<file path="src/rtl/seg_bcd_counter_mux.sv">
// Multi-digit BCD up/down counter with prescaled tick, load/pause/wrap, and a
// time-multiplexed common-anode 7-segment driver with leading-zero blanking.
module seg_bcd_counter_mux #(
    parameter int DIGITS   = 4,
    parameter int TICK_DIV = 25000000,
    parameter int SCAN_DIV = 50000
) (
    input  logic                  clk,
    input  logic                  reset,
    input  logic                  en,
    input  logic                  up_dn,
    input  logic                  load,
    input  logic [4*DIGITS-1:0]   load_val,
    input  logic                  blank_lz,
    output logic [4*DIGITS-1:0]   count,
    output logic                  wrap,
    output logic [7:0]            seg,
    output logic [DIGITS-1:0]     an
);

    localparam int PW = (TICK_DIV > 1) ? $clog2(TICK_DIV) : 1;
    localparam int SW = (SCAN_DIV > 1) ? $clog2(SCAN_DIV) : 1;
    localparam int IW = (DIGITS > 1) ? $clog2(DIGITS) : 1;

    localparam logic [PW-1:0] PRESC_MAX = PW'(TICK_DIV - 1);
    localparam logic [SW-1:0] SCAN_MAX  = SW'(SCAN_DIV - 1);
    localparam logic [IW-1:0] IDX_MAX   = IW'(DIGITS - 1);

    logic [PW-1:0]         presc;
    logic [SW-1:0]         scan;
    logic [IW-1:0]         idx;
    logic                  tick;
    logic [4*DIGITS-1:0]   load_fix;
    logic [4*DIGITS-1:0]   count_inc;
    logic [4*DIGITS-1:0]   count_dec;
    logic                  carry;
    logic                  borrow;
    logic [3:0]            cur;
    logic                  upper_nz;
    logic                  blank;
    logic [7:0]            seg_next;
    logic [DIGITS-1:0]     an_next;

    function automatic logic [7:0] seg_decode(input logic [3:0] d);
        case (d)
            4'd0:    seg_decode = 8'b0000_0011;
            4'd1:    seg_decode = 8'b1001_1111;
            4'd2:    seg_decode = 8'b0010_0101;
            4'd3:    seg_decode = 8'b0000_1101;
            4'd4:    seg_decode = 8'b1001_1001;
            4'd5:    seg_decode = 8'b0100_1001;
            4'd6:    seg_decode = 8'b0100_0001;
            4'd7:    seg_decode = 8'b0001_1111;
            4'd8:    seg_decode = 8'b0000_0001;
            4'd9:    seg_decode = 8'b0000_1001;
            default: seg_decode = 8'hFF;
        endcase
    endfunction

    assign tick = en && (presc == PRESC_MAX);

    // Ripple carry/borrow that survives every digit means all-nines / all-zeros,
    // which is exactly the wrap condition for the respective direction.
    always_comb begin
        load_fix  = load_val;
        count_inc = count;
        count_dec = count;
        carry     = 1'b1;
        borrow    = 1'b1;
        for (int unsigned i = 0; i < DIGITS; i++) begin
            if (load_val[4*i +: 4] > 4'd9)
                load_fix[4*i +: 4] = 4'd9;
            if (carry) begin
                if (count[4*i +: 4] == 4'd9) begin
                    count_inc[4*i +: 4] = 4'd0;
                end else begin
                    count_inc[4*i +: 4] = count[4*i +: 4] + 4'd1;
                    carry = 1'b0;
                end
            end
            if (borrow) begin
                if (count[4*i +: 4] == 4'd0) begin
                    count_dec[4*i +: 4] = 4'd9;
                end else begin
                    count_dec[4*i +: 4] = count[4*i +: 4] - 4'd1;
                    borrow = 1'b0;
                end
            end
        end
    end

    always_ff @(posedge clk) begin
        if (reset) begin
            count <= '0;
            presc <= '0;
            wrap  <= 1'b0;
        end else if (load) begin
            count <= load_fix;
            presc <= '0;
            wrap  <= 1'b0;
        end else begin
            wrap <= 1'b0;
            if (en)
                presc <= tick ? '0 : presc + PW'(1);
            if (tick) begin
                count <= up_dn ? count_inc : count_dec;
                wrap  <= up_dn ? carry : borrow;
            end
        end
    end

    always_ff @(posedge clk) begin
        if (reset) begin
            scan <= '0;
            idx  <= '0;
        end else if (scan == SCAN_MAX) begin
            scan <= '0;
            idx  <= (idx == IDX_MAX) ? '0 : idx + IW'(1);
        end else begin
            scan <= scan + SW'(1);
        end
    end

    always_comb begin
        cur      = count[4*idx +: 4];
        upper_nz = 1'b0;
        for (int unsigned i = 0; i < DIGITS; i++) begin
            if (i >= 32'(idx) && count[4*i +: 4] != 4'd0)
                upper_nz = 1'b1;
        end
        blank    = blank_lz && (idx != '0) && !upper_nz;
        seg_next = blank ? 8'hFF : seg_decode(cur);
        an_next  = '1;
        if (!blank)
            an_next[idx] = 1'b0;
    end

    always_ff @(posedge clk) begin
        if (reset) begin
            seg <= 8'hFF;
            an  <= '1;
        end else begin
            seg <= seg_next;
            an  <= an_next;
        end
    end

endmodule

</file>
<file path="config.mk">
export PLATFORM = sky130hd
export DESIGN_NAME = seg_bcd_counter_mux
export DESIGN_NICKNAME = d
export VERILOG_FILES = /design/src/rtl/seg_bcd_counter_mux.sv
export SDC_FILE = /design/constraint.sdc
export NUM_CORES = 1
export LEC_CHECK = 0
export CORE_MARGIN = 2
export CORE_UTILIZATION = 28
export DETAILED_ROUTE_END_ITERATION = 10
export GPL_TIMING_DRIVEN = 1
export HOLD_SLACK_MARGIN = 0.02
export PLACE_DENSITY_LB_ADDON = 0.15
export SLEW_MARGIN = 10
export SYNTH_ARGS = -nofsm -noshare
export SYNTH_HDL_FRONTEND = slang
export SYNTH_SLANG_ARGS = --single-unit
</file>
<file path="constraint.sdc">
create_clock -name clk -period 4.6 [get_ports clk]
set_input_delay 0.69 -clock clk [delete_from_list [all_inputs] [get_ports clk]]
set_output_delay 0.69 -clock clk [all_outputs]
set_load 0.02 [all_outputs]
</file>
==> flow_summary.yaml <==
# physical design summary
final_layout:
  nNetsFinal: 556
  fin_area_um2: 5090
  n_antenna_cell: 0
  synthToLayoutAreaGrowth_pct: 20.6
  layout_top_cells: "dfxtp_1 (71), nor2_1 (61), clkdlybuf4s50_1 (49), nand2_1 (33), xor2_1 (30)"
  drive_gt1_share_pct: 8.75
timing:
  max_slew_margin_pct: 39.0
  fin_crit_ps: 2840
  hold_slack_ps: 458
  setup_tns_ps: 0
  fin_skew_ps: 11.1
  finalSetupViolCount: 0
  rsz0062_at_grt: "false"
  clock.fmax_mhz: 353
  slew_viol_final: 0
  period_used_pct: 61.7
  tightest_slew_ps: 893
global_route:
  grtUsageMet3_pct: 3.50
  antenna_found_initial: 0
  grt_first_pass_wirelength_mm: 17.9
  use_met1_pct: 18.5
  grt_max_degree: 33
  grt_usage_pct: 14.1
  met2_usage_pct: 22.3
  overflow: 0
  busiest_layer: "met2"
setup_path:
  endpoint: "count[15]"
  cp-startpoint: "en"
  rrSetupSlack_ps: 2150
  endpoint_kind: "register"
  cpMaxStageDelayCell: "a2111oi_0"
  cp.required_ps: 4780
  cp.depth: 5
  cp_max_fo: 9
  slowest_delay_ps: 820
  crit_arrival_ps: 3020
  critPathBufInv: 1
  cp_top_family: "AND-OR/OR-AND gates"
  crit_chain: "clkdlybuf4s50_1 > and4_1 > nand4_2 > a2111oi_0 > o221ai_1"
  crit_type: "input pin to register"
  reg2reg_to: "count[15]"
  r2r_start: "count[8]"
route:
  drt-pass1-iter-count: 4
  vias: 3556
  wire_per_inst_um: 15.1
  vias_per_cell: 5.01
  drtIter0Drc: 218
  ant_nets: 0
  drt-total-wl_mm: 10.8
  drc: 0
cts:
  h-tree-depth: 3
  postCtsSetupRepairBufs: 0
  cts_resized: 0
  cts.sinks: 71
  worst_skew_pair.late_latency_ps: 350
  clk_pin_slew_ps: 50
  hold_buffers: 0
  cts_inserted_buffers: 9
  cts_tree: "built"
die:
  fp_util_pct: 28.8
  die_x_um: 127
  rows: 44
logic_synthesis:
  ys_top_cells_by_count: "dfxtp_1 (71), nor2_1 (61), nand2_1 (33), xor2_1 (30), clkbuf_1 (25)"
  ys.flop_type: "dfxtp_1"
  yosys_area_um2: 4220
  synth.avg_cell_area_um2: 8.51
  synth_cells: 496
  synth_area_leader_cell: "dfxtp_1"
  ys.flops: 71
  area_leaders: "dfxtp_1 (34%), xor2_1 (6.2%), nor2_1 (5.4%)"
  yosysCellCount: 496
  synth_cell_types: 63
  async_flop_share_pct: 0
  ys_warn_count: 0
worst_hold_path:
  worstHoldPathType: "register to register"
  hp-start: "scan[0]"
place:
  dp_hpwl_mm: 7.53
  routabilityCongestion: 0.772
  io_buffers: 49
  place_area_um2: 4800
  dp_slack_ps: 1450
  placed_cells: 694
run_status:
  outcome: "finished, final reports clean"
job:
  tool_warnings: 35
  cap_violations: 0
power:
  total_power_mw: 1.57
  power_density_nw_per_um2: 308
  p_leak_nw: 1.78
  ir_drop_v: 0.000121
-- cells by family (layout without fill, tap and decap cells) --
family	count (synthesis)	after routing	synth area share, %
DFF	71	71	33.7
and+or+nand+nor	216	216	29.7
buffers and inverters	54	84	5.39
other	1	1	0.0888
adders and majority gates	13	13	3.85
xor gates and xnor gates	49	49	10.2
muxes	14	14	4.50
AOI/OAI and AO/OA	78	78	12.7
-- worst min path at each step --
stage               slack (ps)  endpoint  cells past startpoint
finish                     460   scan[0]                      1
global route               490   scan[0]                      1
CTS                        470   scan[0]                      1
detailed placement         450   scan[0]                      1
global placement           440   scan[0]                      1
floorplan                  430   scan[0]                      1
-- area by class of cell --
| class | count | area [um^2] |
|---|---|---|
| Sequential cell | 71 | 1420 |
| Clock inverter | 3 | 42.5 |
| Clock buffer | 13 | 250 |
| Inverter | 16 | 60.1 |
| Fill cell | 1534 | 9550 |
| Timing Repair Buffer | 52 | 513 |
| Multi-Input combinational cell | 371 | 2570 |
| Tap cell | 184 | 230 |
-- where the power goes --
| part | switching, mW | internal (mW) | total [mW] |
|---|---|---|---|
| sequential | 0.0386 | 0.634 | 0.673 |
| combinational | 0.0997 | 0.0936 | 0.193 |
| clock | 0.268 | 0.434 | 0.702 |
-- metal layers --
metal	vias up	part of all wire [%]
met1	1685	48
met2	50	47
li1	1809	-
met5	-	0
met4	0	1.7
met3	12	3.6
-- flip-flops by register name (all words and copies together), names as in the netlist --
signal	count
presc	25
an	4
wrap	1
scan	16
seg	7
idx	2
count	16
Figure 1. Sizing map.
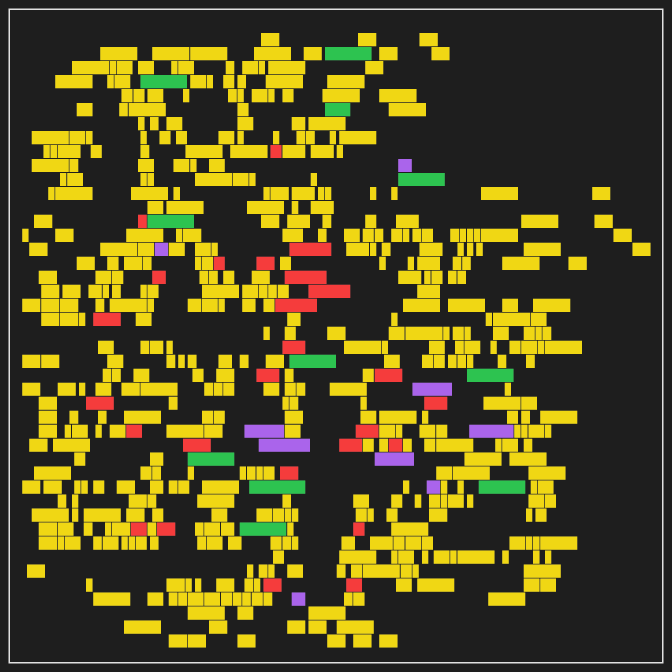
[drive 2] red | cells: 26 | share: 4.9%
[drive 1 or less] yellow | cells: 480 | share: 91%
[drive 6 and up] green | cells: 11 | share: 2.1%
[drive 3 to 4] purple | cells: 9 | share: 1.7%

Figure 2. Clock network drawn from the DEF.
Scale bar: 50 um.
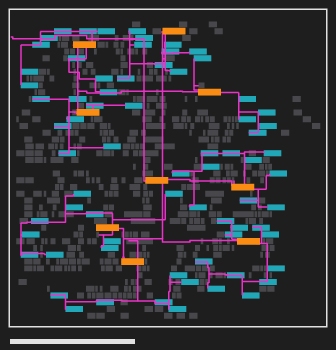
[cells driving clock nets] orange | count: 9
[flip-flops] cyan | count: 71
[clock wires] magenta | length: 1160 um
flops lie: all over the die
routed clock nets: 10

Figure 3. Where the registers sit.
Scale bar: 50 um. Other sequential cells in the stronger grey, the rest of the logic in the fainter grey.
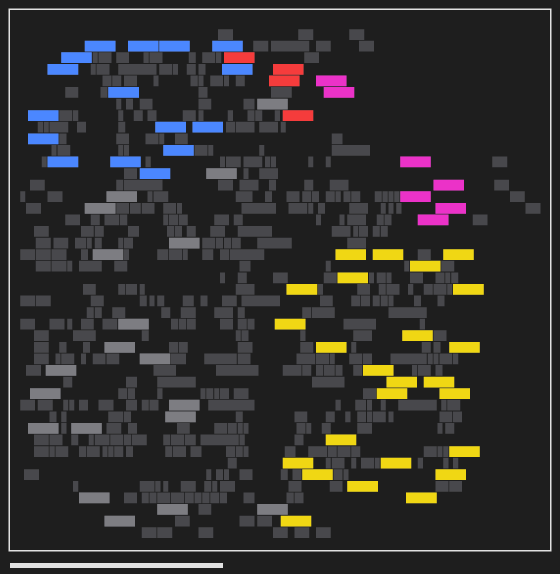
[`presc`] yellow | sequential cells: 25
[`an`] red | sequential cells: 4 | where: top middle
[`seg`] magenta | sequential cells: 7
[`scan`] blue | sequential cells: 16 | where: top left
not coloured: 19
Seq area share: 27.9%
Reg area: 1420 um^2
sequential-cell power consumption: 673 uW
Core Util, Final: 34.8%

Figure 4. Cell outlines without signal wires.
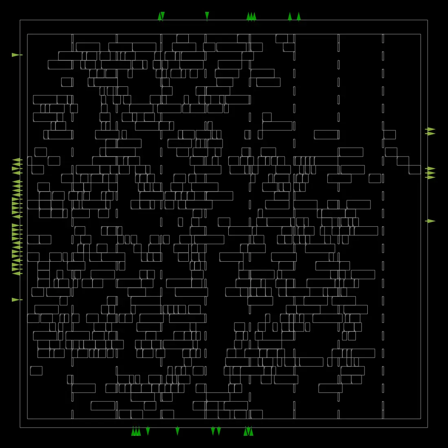
fillers: 1534
core area: 14600 um^2
non-filler cells, final: 710

No activity file was given, so power comes from the tool's default toggle rates.
